--- src/rtl/piso_serializer.sv ---
// Parallel-in serial-out transmitter: takes N-bit words on a valid/ready
// handshake and shifts them out one bit per clock with no gap between frames.
module piso_serializer #(
  parameter int N         = 4,
  parameter bit MSB_FIRST = 1'b1
) (
  input  logic         clk,
  input  logic         rst,
  input  logic         abort,
  input  logic [N-1:0] par_data,
  input  logic         par_valid,
  output logic         par_ready,
  output logic         serial_out,
  output logic         serial_valid,
  output logic         frame_done,
  output logic         busy
);

  localparam int CW = $clog2(N);

  typedef enum logic {
    IDLE  = 1'b0,
    SHIFT = 1'b1
  } state_t;

  state_t         state, state_d;
  logic [CW-1:0]  cnt, cnt_d;
  logic [N-1:0]   shreg, shreg_d;
  logic           last_bit;
  logic           accept;

  // The bit on the line is always the shift register's output end, so a
  // cleared register guarantees serial_out=0 whenever no frame is active.
  assign last_bit   = (state == SHIFT) && (cnt == '0);
  assign par_ready  = rst & ~abort & ((state == IDLE) | (cnt == '0));
  assign accept     = par_valid & par_ready;

  assign serial_out   = MSB_FIRST ? shreg[N-1] : shreg[0];
  assign serial_valid = (state == SHIFT);
  assign busy         = (state == SHIFT);
  assign frame_done   = last_bit;

  always_comb begin
    // NOTE: every signal gets a default before any branch so no latch is inferred.
    state_d = state;
    cnt_d   = cnt;
    shreg_d = shreg;
    if (abort) begin
      state_d = IDLE;
      cnt_d   = '0;
      shreg_d = '0;
    end else if (accept) begin
      state_d = SHIFT;
      cnt_d   = CW'(N - 1);
      shreg_d = par_data;
    end else if (state == SHIFT) begin
      if (cnt == '0) begin
        state_d = IDLE;
        shreg_d = '0;
      end else begin
        cnt_d   = cnt - 1'b1;
        shreg_d = MSB_FIRST ? {shreg[N-2:0], 1'b0} : {1'b0, shreg[N-1:1]};
      end
    end
  end

  always_ff @(posedge clk or negedge rst) begin
    // NOTE: state registers use non-blocking assignments so all flops update together.
    if (!rst) begin
      state <= IDLE;
      cnt   <= '0;
      shreg <= '0;
    end else begin
      state <= state_d;
      cnt   <= cnt_d;
      shreg <= shreg_d;
    end
  end

  // Structural invariants of the output decode.
  assert property (@(posedge clk) disable iff (!rst) frame_done |-> serial_valid);
  assert property (@(posedge clk) disable iff (!rst) !serial_valid |-> !serial_out);
  assert property (@(posedge clk) disable iff (!rst) busy == serial_valid);

endmodule

--- config.mk ---
export PLATFORM = sky130hd
export DESIGN_NAME = piso_serializer
export DESIGN_NICKNAME = d
export VERILOG_FILES = /design/src/rtl/piso_serializer.sv
export SDC_FILE = /design/constraint.sdc
export NUM_CORES = 1
export LEC_CHECK = 0
export ABC_AREA = 1
export CORE_AREA = 2 2 39 41
export CTS_BUF_LIST = sky130_fd_sc_hd__clkbuf_2 sky130_fd_sc_hd__clkbuf_4 sky130_fd_sc_hd__clkbuf_8
export CTS_CLUSTER_DIAMETER = 150
export DETAILED_ROUTE_END_ITERATION = 10
export DIE_AREA = 0 0 41 43
export GPL_TIMING_DRIVEN = 0
export REMOVE_ABC_BUFFERS = 1
export SYNTH_ARGS = -nofsm -noshare
export SYNTH_HDL_FRONTEND = slang
export SYNTH_SLANG_ARGS = --single-unit
--- constraint.sdc ---
create_clock -name clk -period 1.7 [get_ports clk]
set_input_delay 0.255 -clock clk [delete_from_list [all_inputs] [get_ports clk]]
set_output_delay 0.255 -clock clk [all_outputs]
set_load 0.005 [all_outputs]
run_1/pdn.png
Bar = 10 microns. Pins as bars on the die edge. Tap cells in gray.
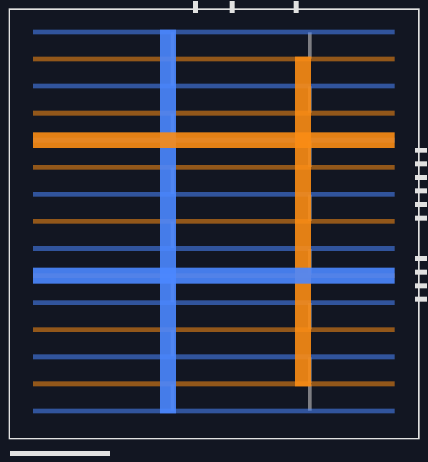
Blue shows VSS. Orange shows VDD.
2 straps on met5. 15 met1 rails follow the rows.

run_1/cell_classes.png
Bar = 10 microns.
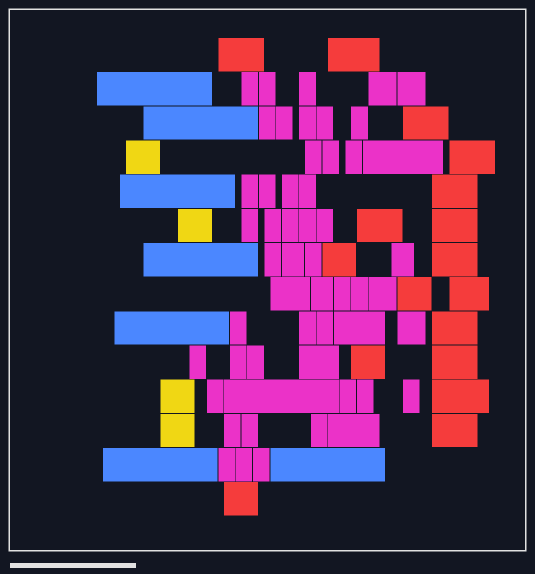
Blue shows flip-flops, cells 7. Yellow shows clock drivers and dummy loads, cells 4. Magenta shows all other logic, cells 53. Red shows other buffers and delay cells, cells 17.

run_1/clock_map.png
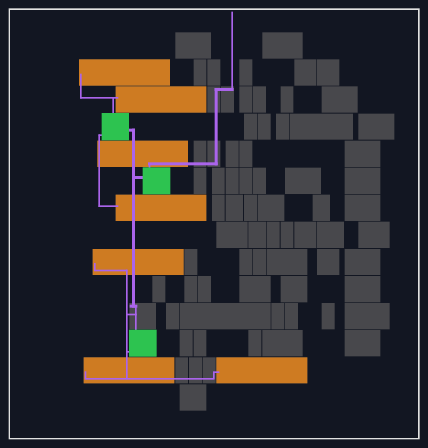
Orange shows flip-flops, count 7. Purple shows clock wires, length 103 microns. Green shows cells driving clock nets, count 3.
There are 4 routed clock nets.

run_1/metal_stack.png
Bar = 10 microns. Two of the layers only.
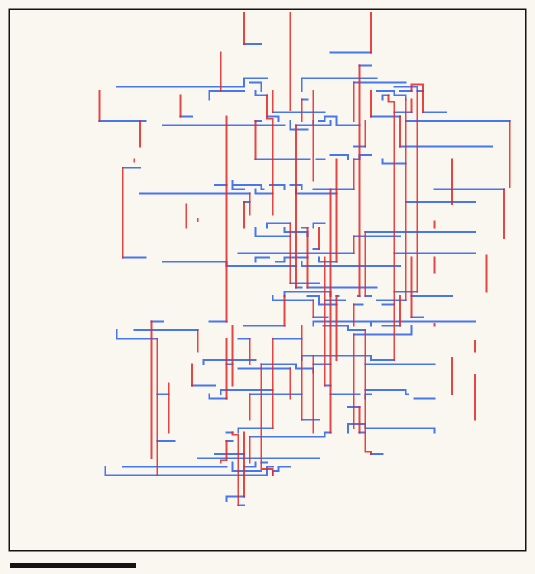
Blue shows met1, wire length 403 microns. Red shows met2, wire length 386 microns.

==> reports/results.md, run 1 <==
| Group | Result | Value |
|---|---|---|
| global routing | Met1 usage in global routing | 0.143 |
| timing | Final hold violation count | 0 |
| placed design | Cell area after placement | 576 sq um |
| cts | TritonCTS clock tree | done |
| run status | Outcome | complete, no violations |
| floorplan | Die height | 43 microns |
| hold path | Min-Delay Path Class | register to register |
| placed design | Pre-CTS WS | -0.497 ns |
| finish | Flop share of the area | 0.265 |
| pwr | Fraction of power consumed by combinational cells | 0.206 |
| yosys | Post-synthesis mux area share | 0 |
| timing | Tightest hold margin | 0.477 ns |
| yosys | # Cells Yosys | 61 |
| finish | Largest cell class by area | logic gates |
| drt | Antenna-violating nets left | 0 |
| yosys | Summed instance area of the synthesized netlist | 443 sq um |
| worst setup path | Slowest cell on the critical path | dfrtp_1 |
| pwr | Power consumed by combinational cells | 0.0000884 W |
| yosys | Simple-gate share of the synthesized area | 0.415 |
| drt | Routed length on met3 | 56 microns |
| yosys | Distinct cell type count of the synthesized netlist | 15 |
| drt | Met2 Wirelength | 385 microns |
| finish | Most frequently placed logic cells in the final layout | nand2_1 (25), clkdlybuf4s50_1 (9), inv_1 (7), dfrtp_1 (7) |
| cts | Number of buffers added for setup after CTS | 4 |
| worst setup path | Worst reg-to-reg setup slack | 0.33 ns |
| yosys | Cell count after synthesis | 61 |
| timing | Sum Neg Setup Slack | 0 ns |
| floorplan | Count of pins on the block boundary | 13 |
| finish | Final cell count without fillers | 97 |
| cts | Max Buffers Root-to-Sink | 2 |
| timing | Worst-margin pin slew | 0.333 ns |
| yosys | Share of synthesized cell area in full adder, half adder and majority cells | 0.0282 |
| job | Number of warnings the tools reported | 25 |
| timing | Max transition margin | 0.777 |
| drt | Initial DRC Count | 4 |
| yosys | Post-Syn Area per Cell | 7.26 sq um |
| worst setup path | Capturing instance or port of the critical path | par_ready |
| worst setup path | Logic depth of the worst path, buffers included | 6 |
| global routing | Layer with the highest usage after global routing | met2 |
| pwr | Leading power group | sequential cells |
| global routing | Number of antenna violations at the first check in global routing | 0 |
| global routing | Via count of the first global-routing pass | 408 |
| cts | Master cell of the clock root buffer | clkbuf_4 |
| timing | Min Tclk post-route | 1.59 ns |
| drt | Met1 routed wirelength after detailed routing | 402 microns |
| pwr | Power Density | 651 nW/um^2 |
| finish | Clock buffer instance count of the final layout | 4 |
| finish | Logic share of the area | 0.350 |
| worst setup path | Endpoint type of the worst setup path | output port |
| hold path | Endpoint, Worst Hold | shreg[1]$_DFFE_PN0P_ |
| pwr | Internal power component | 0.000325 W |
| cts | Total clock sinks | 7 |
| pwr | Leakage power summed over all cells | 0.360 nW |
| finish | Area share of buffers outside the clock network | 0.246 |
| cts | Clock input transition at the sequential cells of the worst setup and hold paths | 0.06 ns |
| drt | Top Layer Used | met4 |
| global routing | First-pass GRT wire length | 1520 microns |
| worst setup path | Crit path buf inv count | 3 |
| pwr | Max rail drop VDD | 0.351 mV |
| timing | Peak Freq | 630 MHz |
| drt | Pre-antenna DRT Iters | 2 |
| worst setup path | Startpoint of the worst setup timing path | cnt[0]$_DFFE_PN0P_ |
| finish | Number of signal-net inverters in the final layout | 11 |
| finish | Dominant logic cell type in the layout | nand2_1 |
| pwr | Clock power frac | 0.382 |
| drt | Vias per cell | 4.26 |
| timing | Final cycle utilization of the critical path | 0.934 |
| timing | Setup repair after global routing missed its margin | no |
| drt | DRC violations left | 0 |
| global routing | Met2 routing resource usage after global routing | 0.206 |
| worst setup path | Reg2Reg Launch Point | cnt[1]$_DFFE_PN0P_ |
| finish | Number of multi-input combinational cells in the layout | 42 |
| cts | Count of hold buffers inserted by post-cts repair | 1 |
| worst setup path | RR Endpoint | shreg[3]$_DFFE_PN0P_ |
| finish | Share of final-layout standard cells stronger than drive strength 1 | 0.235 |
| worst setup path | Cell seen most often among critical-path stages | inv_2 |
| finish | Number of flip-flops and latches | 7 |
| global routing | Total routing resource utilization after global routing | 0.132 |
| yosys | Seq share, synth | 0.395 |
| finish | Final core occ | 0.477 |
| placed design | Post-placement cell count | 88 |
| finish | Logic area | 231 sq um |
| timing | Worst clock skew | 0.00932 ns |
| finish | Filler instances | 146 |
| hold path | Hold Startpoint | shreg[1]$_DFFE_PN0P_ |
| floorplan | Effective utilization at floorplan | 0.320 |
| worst setup path | Start-to-end type of the worst setup path | register to output port |
| floorplan | Tap cell count | 16 |
| worst setup path | CP arrival | 1.33 ns |
| finish | Number of diodes added for antenna fixing | 0 |
| drt | Wire length per cell | 8.97 microns |
| floorplan | Count of standard-cell rows | 14 |
| cts | Clock latency at the later pin of the worst-skew pair | 0.25 ns |
| pwr | Net switching power of the design | 0.000105 W |
| worst setup path | Critical path, cell by cell | inv_2, ha_4, inv_2, nand2_4, and2_1, dlygate4sd2_1 |
| finish | Area of all placed cells without fillers | 661 sq um |
| yosys | Yosys warning count | 0 |
| pwr | Power Total | 0.000430 W |
| placed design | Count of port buffers added during placement | 12 |
| placed design | Detailed placement HPWL | 644 microns |
| yosys | Flops after synth | 7 |
| pwr | Relative contribution of sequential cells to total power | 0.412 |
| global routing | Residual overflow from global routing | 0 |
| yosys | Top non-seq family | simple AND/OR/NAND/NOR gates |
| cts | Post_cts resized | 8 |
| pwr | Fraction of power spent switching nets | 0.245 |
| placed design | Final weighted congestion in routability-driven placement | 0.695 |
| yosys | Xor and xnor area share after synthesis | 0 |
==> run 1: Yosys cell counts <==
| master | number | area share |
|---|---|---|
| inv_1 | 9 | 0.076 |
| inv_2 | 2 | 0.017 |
| nand4_1 | 3 | 0.042 |
| dfrtp_1 | 7 | 0.40 |
| buf_4 | 1 | 0.017 |
| a21oi_2 | 2 | 0.040 |
| o21ai_0 | 1 | 0.011 |
| nor2_4 | 1 | 0.025 |
| nor2_1 | 4 | 0.034 |
| nand3_1 | 2 | 0.023 |
| nand3_4 | 1 | 0.040 |
| nand2_1 | 25 | 0.21 |
| and2_1 | 1 | 0.014 |
| nand2_4 | 1 | 0.025 |
| ha_1 | 1 | 0.028 |
==> run 1: state kept, by name, indices dropped and copies added (netlist names) <==
signal / cells
busy: 1
cnt: 2
shreg: 4
run_1/final_placement.png
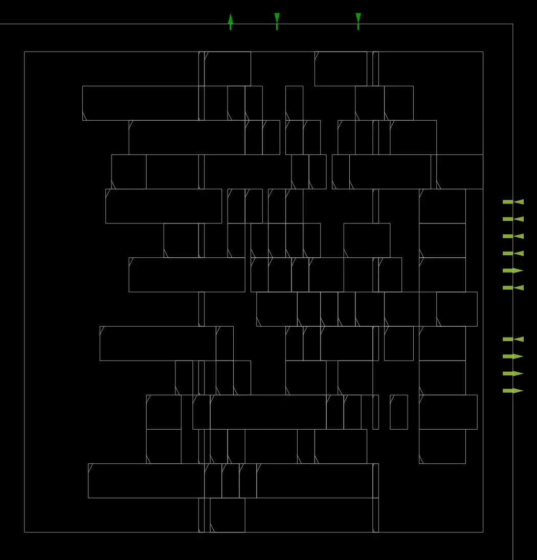

==> run 1 -> run 2 <==
--- a/config.mk
+++ b/config.mk
@@ -6,11 +6,11 @@
 export NUM_CORES = 1
 export LEC_CHECK = 0
 export ABC_AREA = 1
-export CORE_AREA = 2 2 39 41
+export CORE_MARGIN = 2
+export CORE_UTILIZATION = 30
 export CTS_BUF_LIST = sky130_fd_sc_hd__clkbuf_2 sky130_fd_sc_hd__clkbuf_4 sky130_fd_sc_hd__clkbuf_8
 export CTS_CLUSTER_DIAMETER = 150
 export DETAILED_ROUTE_END_ITERATION = 10
-export DIE_AREA = 0 0 41 43
 export GPL_TIMING_DRIVEN = 0
 export REMOVE_ABC_BUFFERS = 1
 export SYNTH_ARGS = -nofsm -noshare
run_2/final_placement.png
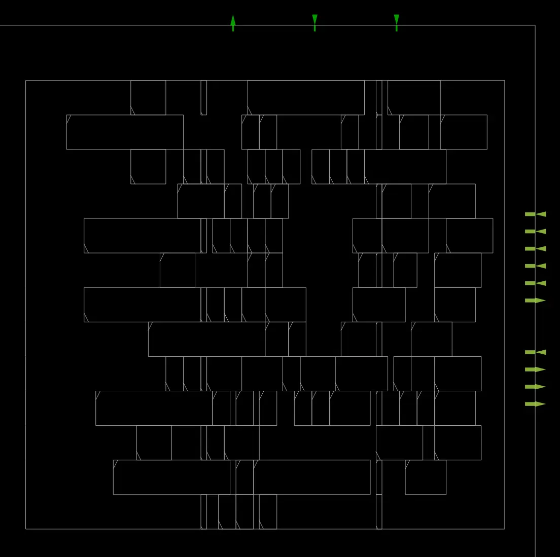
final core occ: 0.492
tap cell count: 15
flop share of the area: 0.267
Core Area: 1330 sq um
count of standard-cell rows: 13

==> reports/results.md, run 2 <==
| Group | Result | Value | Delta |
|---|---|---|---|
| cts | Master cell of the clock root buffer | clkbuf_4 |  |
| finish | Top register by number of flip-flops | shreg |  |
| pwr | Max rail drop VDD | 0.335 mV | -4.4% |
| worst setup path | Cell seen most often among critical-path stages | inv_2 |  |
| worst setup path | Crit path buf inv count | 3 | unchanged |
| finish | Dominant logic cell type in the layout | nand2_1 |  |
| timing | Tightest hold margin | 0.475 ns | -0.00202 ns |
| placed design | Final weighted congestion in routability-driven placement | 0.698 | +0.53% |
| cts | Number of buffers added for setup after CTS | 4 | unchanged |
| worst setup path | Worst reg-to-reg setup slack | 0.34 ns | about the same |
| floorplan | Count of pins on the block boundary | 13 | unchanged |
| yosys | Simple-gate share of the synthesized area | 0.415 | unchanged |
| finish | Logic area | 234 sq um | +1.1% |
| finish | Final cell count without fillers | 96 | -1.0% |
| pwr | Fraction of power consumed by combinational cells | 0.210 | +0.004 |
| pwr | Power Total | 0.000438 W | +1.7% |
| placed design | Count of port buffers added during placement | 12 | unchanged |
| yosys | Seq share, synth | 0.395 | unchanged |
| drt | DRC violations left | 0 | unchanged |
| timing | Max transition margin | 0.778 | about the same |
| yosys | Post-Syn Area per Cell | 7.26 sq um | unchanged |
| global routing | Via count of the first global-routing pass | 419 | +2.7% |
| cts | Post_cts resized | 11 | +3 |
| drt | Wire length per cell | 10.1 microns | +12% |
| yosys | Number of synthesized flops with an enable pin | 0 | unchanged |
| pwr | Clock power frac | 0.386 | +0.004 |
| worst setup path | RR Endpoint | cnt[0]$_DFFE_PN0P_ |  |
| yosys | Post-synthesis mux area share | 0 | unchanged |
| cts | Total clock sinks | 7 | unchanged |
| timing | Final cycle utilization of the critical path | 0.923 | -0.0112 |
| placed design | Cell area after placement | 574 sq um | -0.22% |
| drt | Top Layer Used | met4 |  |
| yosys | Synth top area share | 0.395 | unchanged |
| drt | Initial DRC Count | 2 | -2 |
| yosys | Summed instance area of the synthesized netlist | 443 sq um | unchanged |
| cts | Count of hold buffers inserted by post-cts repair | 1 | unchanged |
| drt | Met2 Wirelength | 400 microns | +3.9% |
| pwr | Net switching power of the design | 0.000112 W | +6.5% |
| global routing | Number of antenna violations at the first check in global routing | 0 | unchanged |
| finish | Most frequently placed logic cells in the final layout | nand2_1 (25), clkdlybuf4s50_1 (8), inv_1 (7), dfrtp_1 (7) |  |
| drt | Antenna-violating nets left | 0 | unchanged |
| pwr | Leakage power summed over all cells | 0.350 nW | -2.7% |
| floorplan | Effective utilization at floorplan | 0.332 | +0.0120 |
| yosys | Xor and xnor area share after synthesis | 0 | unchanged |
| cts | Max Buffers Root-to-Sink | 2 | unchanged |
| yosys | Top flip-flop cell by instance count after synthesis | dfrtp_1 |  |
| yosys | Top cells by count | nand2_1 (25), inv_1 (9), dfrtp_1 (7) |  |
| yosys | Async set-reset flop share out of synthesis | 1.00 | unchanged |
| yosys | Cell count after synthesis | 61 | unchanged |
| worst setup path | Endpoint type of the worst setup path | output port |  |
| pwr | Power consumed by combinational cells | 0.0000917 W | +3.7% |
| job | Number of warnings the tools reported | 25 | unchanged |
| placed design | Detailed placement HPWL | 683 microns | +6.1% |
| finish | Share of final-layout standard cells stronger than drive strength 1 | 0.247 | +0.0123 |
| pwr | Relative contribution of sequential cells to total power | 0.405 | -0.007 |
| global routing | Layer with the highest usage after global routing | met2 |  |
| worst setup path | Slowest cell on the critical path | dfrtp_1 |  |
| hold path | Endpoint, Worst Hold | shreg[2]$_DFFE_PN0P_ |  |
| cts | TritonCTS clock tree | done |  |
| cts | Clock latency at the later pin of the worst-skew pair | 0.25 ns | about the same |
| drt | Vias per cell | 4.39 | +3.0% |
| global routing | Residual overflow from global routing | 0 | unchanged |
| pwr | Internal power component | 0.000325 W | +0.20% |
| yosys | Flops after synth | 7 | unchanged |
| global routing | Met1 usage in global routing | 0.153 | +0.00977 |
| yosys | Share of synthesized cell area in full adder, half adder and majority cells | 0.0282 | unchanged |
| yosys | Biggest area cells | dfrtp_1 (40%), nand2_1 (21%), inv_1 (7.6%) |  |
| yosys | Most popular library cell in the synthesized design by count | nand2_1 |  |
| pwr | Fraction of power spent switching nets | 0.256 | +0.0115 |
| run status | Outcome | complete, no violations |  |
| yosys | Distinct cell type count of the synthesized netlist | 15 | unchanged |
| global routing | Total routing resource utilization after global routing | 0.134 | +0.00214 |
| finish | Filler instances | 143 | -2.1% |
| timing | Setup repair after global routing missed its margin | no |  |
| cts | Clock input transition at the sequential cells of the worst setup and hold paths | 0.05 ns | about the same |
| pwr | Power Density | 666 nW/um^2 | +2.3% |
| hold path | Min-Delay Path Class | register to register |  |
| finish | Number of diodes added for antenna fixing | 0 | unchanged |
| finish | Layout Nets | 91 |  |
| finish | Flip-flop count of the largest register, all copies and words added | 4 | unchanged |
| drt | Met1 routed wirelength after detailed routing | 456 microns | +13% |
| yosys | Post-synth top area cell | dfrtp_1 |  |
| yosys | # Cells Yosys | 61 | unchanged |
| worst setup path | CP arrival | 1.31 ns | -0.02 ns |
| pwr | Leading power group | sequential cells |  |
| timing | Worst-margin pin slew | 0.332 ns | -0.00101 ns |
| worst setup path | Reg2Reg Launch Point | cnt[1]$_DFFE_PN0P_ |  |
| hold path | Hold Startpoint | shreg[2]$_DFFE_PN0P_ |  |
| floorplan | Die height | 42.4 microns | -1.3% |
| drt | Routed length on met3 | 68 microns | +21% |
| drt | Pre-antenna DRT Iters | 4 | +2 |
| yosys | Top non-seq family | simple AND/OR/NAND/NOR gates |  |
| timing | Final hold violation count | 0 | unchanged |
| yosys | Yosys warning count | 0 | unchanged |
| timing | Peak Freq | 637 MHz | +1.2% |
| timing | Sum Neg Setup Slack | 0 ns | unchanged |
| timing | Worst clock skew | 0.000998 ns | -0.00832 ns |
| placed design | Pre-CTS WS | -0.492 ns | +0.00464 ns |
| worst setup path | Critical path, cell by cell | inv_2, ha_4, inv_2, nand2_4, and2_4, dlygate4sd2_1 |  |
| worst setup path | Start-to-end type of the worst setup path | register to output port |  |
## run 2: cell count changes in the layout (fill, tap and decap cells not counted)
cell             change
dlymetal6s2s_1       -1
and2_1               -1
dlygate4sd2_1        +2
clkdlybuf4s50_1      -1
and2_4               +1
## run 2: worst max path at each step
stage                           end  slack (ns)  depth (start not counted)
4_1_cts                   par_ready        0.13                          6
3_3_place_gp              par_ready       -0.48                          5
6_report                  par_ready        0.13                          6
2_1_floorplan  shreg[3]$_DFFE_PN0P_        0.44                          9
3_5_place_dp              par_ready       -0.49                          5
5_1_grt                   par_ready        0.06                          6
## run 2: area by class of cell
type / count / area share
multi-input combinational: 42 / 0.356
timing repair buffer: 17 / 0.240
clock buffer: 4 / 0.0457
tap: 15 / 0.0286
sequential: 7 / 0.267
inverter: 11 / 0.0629
run_2/metal_stack.png
Bar = 10 microns. Two of the layers only.
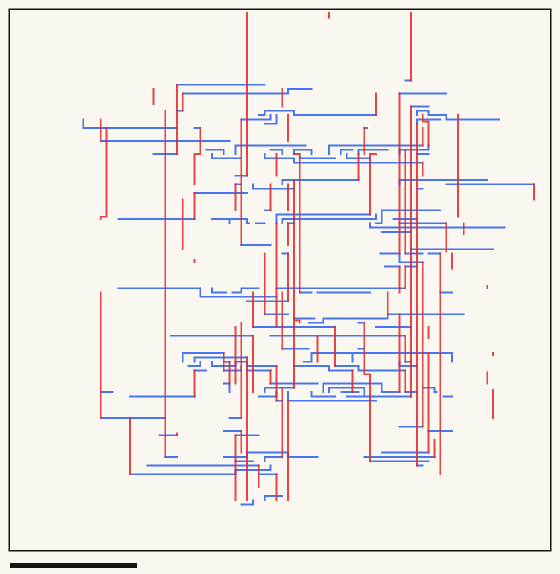

==> run 2 -> run 3 <==
==> constraint.sdc (replaced) <==
create_clock -name clk -period 1.9 [get_ports clk]
set_input_delay 0.285 -clock clk [delete_from_list [all_inputs] [get_ports clk]]
set_output_delay 0.285 -clock clk [all_outputs]
set_load 0.005 [all_outputs]
run_3/metal_stack.png
Bar = 10 microns. Two of the layers only.
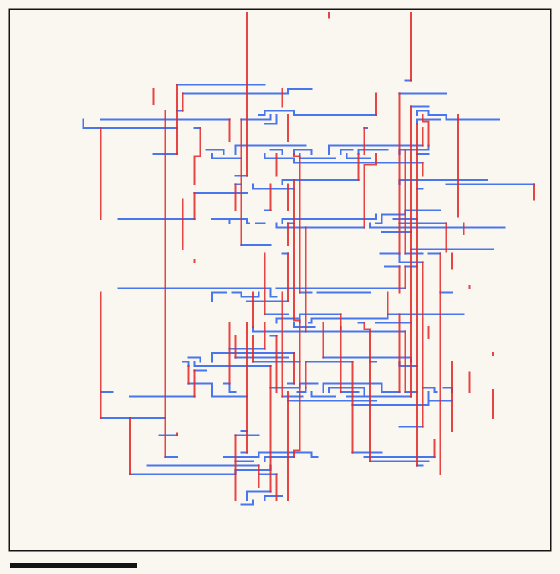
Blue shows met1, wire length 454 microns. Red shows met2, wire length 420 microns.

==> reports/results.md, run 3 <==
| Group | Result | Value | Delta |
|---|---|---|---|
| run status | Outcome | complete, no violations |  |
| yosys | Simple-gate share of the synthesized area | 0.415 | unchanged |
| yosys | Post-synth top area cell | dfrtp_1 |  |
| worst setup path | Crit path buf inv count | 1 | -2 |
| yosys | Flops after synth | 7 | unchanged |
| global routing | Number of antenna violations at the first check in global routing | 0 | unchanged |
| drt | Met2 Wirelength | 419 microns | +4.8% |
| yosys | Synth top area share | 0.395 | unchanged |
| yosys | Top flip-flop cell by instance count after synthesis | dfrtp_1 |  |
| worst setup path | Slowest cell on the critical path | clkdlybuf4s50_1 |  |
| worst setup path | Critical path, cell by cell | clkdlybuf4s50_1 |  |
| yosys | Biggest area cells | dfrtp_1 (40%), nand2_1 (21%), inv_1 (7.6%) |  |
| cts | Total clock sinks | 7 | unchanged |
| yosys | # Cells Yosys | 61 | unchanged |
| yosys | Xor and xnor area share after synthesis | 0 | unchanged |
| drt | Initial DRC Count | 0 | -2 |
| yosys | Post-synthesis mux area share | 0 | unchanged |
| finish | Dominant logic cell type in the layout | nand2_1 |  |
| global routing | Met1 usage in global routing | 0.153 | unchanged |
| cts | Master cell of the clock root buffer | clkbuf_4 |  |
| worst setup path | Reg2Reg Launch Point | cnt[0]$_DFFE_PN0P_ |  |
| global routing | Via count of the first global-routing pass | 425 | +1.4% |
| finish | Share of final-layout standard cells stronger than drive strength 1 | 0.247 | unchanged |
| yosys | Post-Syn Area per Cell | 7.26 sq um | unchanged |
| floorplan | Count of standard-cell rows | 13 | unchanged |
| finish | Most frequently placed logic cells in the final layout | nand2_1 (25), clkdlybuf4s50_1 (8), inv_1 (7), dfrtp_1 (7) |  |
| cts | Clock input transition at the sequential cells of the worst setup and hold paths | 0.05 ns | about the same |
| timing | Worst-margin pin slew | 0.333 ns | +0.00102 ns |
| worst setup path | Logic depth of the worst path, buffers included | 1 | -5 |
| yosys | Seq share, synth | 0.395 | unchanged |
| worst setup path | Start-to-end type of the worst setup path | register to output port |  |
| yosys | Top cells by count | nand2_1 (25), inv_1 (9), dfrtp_1 (7) |  |
| finish | Number of diodes added for antenna fixing | 0 | unchanged |
| pwr | Power Total | 0.000392 W | -10% |
| worst setup path | Capturing instance or port of the critical path | busy |  |
| yosys | Cell count after synthesis | 61 | unchanged |
| placed design | Count of port buffers added during placement | 12 | unchanged |
| yosys | Share of synthesized cell area in full adder, half adder and majority cells | 0.0282 | unchanged |
| timing | Tightest hold margin | 0.475 ns | +0.0000140 ns |
| drt | Top Layer Used | met4 |  |
| timing | Final hold violation count | 0 | unchanged |
| yosys | Yosys warning count | 0 | unchanged |
| finish | Flip-flop count of the largest register, all copies and words added | 4 | unchanged |
| timing | Setup repair after global routing missed its margin | no |  |
| hold path | Min-Delay Path Class | register to register |  |
| drt | Vias per cell | 4.38 | -0.24% |
| finish | Final core occ | 0.498 | +0.00563 |
| worst setup path | CP arrival | 1.24 ns | -0.07 ns |
| hold path | Hold Startpoint | shreg[2]$_DFFE_PN0P_ |  |
| pwr | Max rail drop VDD | 0.309 mV | -7.7% |
| placed design | Final weighted congestion in routability-driven placement | 0.698 | unchanged |
| pwr | Power Density | 590 nW/um^2 | -11% |
| placed design | Detailed placement HPWL | 683 microns | unchanged |
| floorplan | Die height | 42.4 microns | unchanged |
| finish | Final cell count without fillers | 96 | unchanged |
| timing | Final cycle utilization of the critical path | 0.802 |  |
| global routing | Residual overflow from global routing | 0 | unchanged |
| drt | Pre-antenna DRT Iters | 1 | -3 |
| yosys | Most popular library cell in the synthesized design by count | nand2_1 |  |
| drt | Routed length on met3 | 71 microns | +4.4% |
| timing | Peak Freq | 656 MHz |  |
| finish | Filler instances | 137 | -4.2% |
| global routing | Total routing resource utilization after global routing | 0.135 | +0.000887 |
| finish | Layout Nets | 91 | unchanged |
| drt | Wire length per cell | 10.3 microns | +2.1% |
| hold path | Endpoint, Worst Hold | shreg[2]$_DFFE_PN0P_ |  |
| worst setup path | RR Endpoint | cnt[0]$_DFFE_PN0P_ |  |
[run 3: cell counts after synthesis]
Identical to the previous run, type by type.
[run 3: repair_timing]
action / in CTS / in global routing
pin swaps: 1 / 0
setup endpoints to repair: 1 / 2
setup buffers: 3 / 1
hold endpoints to repair: 7 / 0
hold buffers: 1 / 0
resized: 9 / 2
[run 3: power by group]
group          internal, W  switching, W
clock            0.0000945     0.0000567
combinational    0.0000421     0.0000399
sequential        0.000155    0.00000383
[run 3: layout make-up]
cell class                      count  area, sq um  area share
Timing Repair Buffer               17          165       0.249
Sequential cell                     7          175       0.264
Clock buffer                        4         30.0      0.0452
Multi-Input combinational cell     42          234       0.352
Inverter                           11         41.3      0.0621
Tap cell                           15         18.8      0.0282
Power figures rest on the tool's default switching activity, not on a simulated workload.
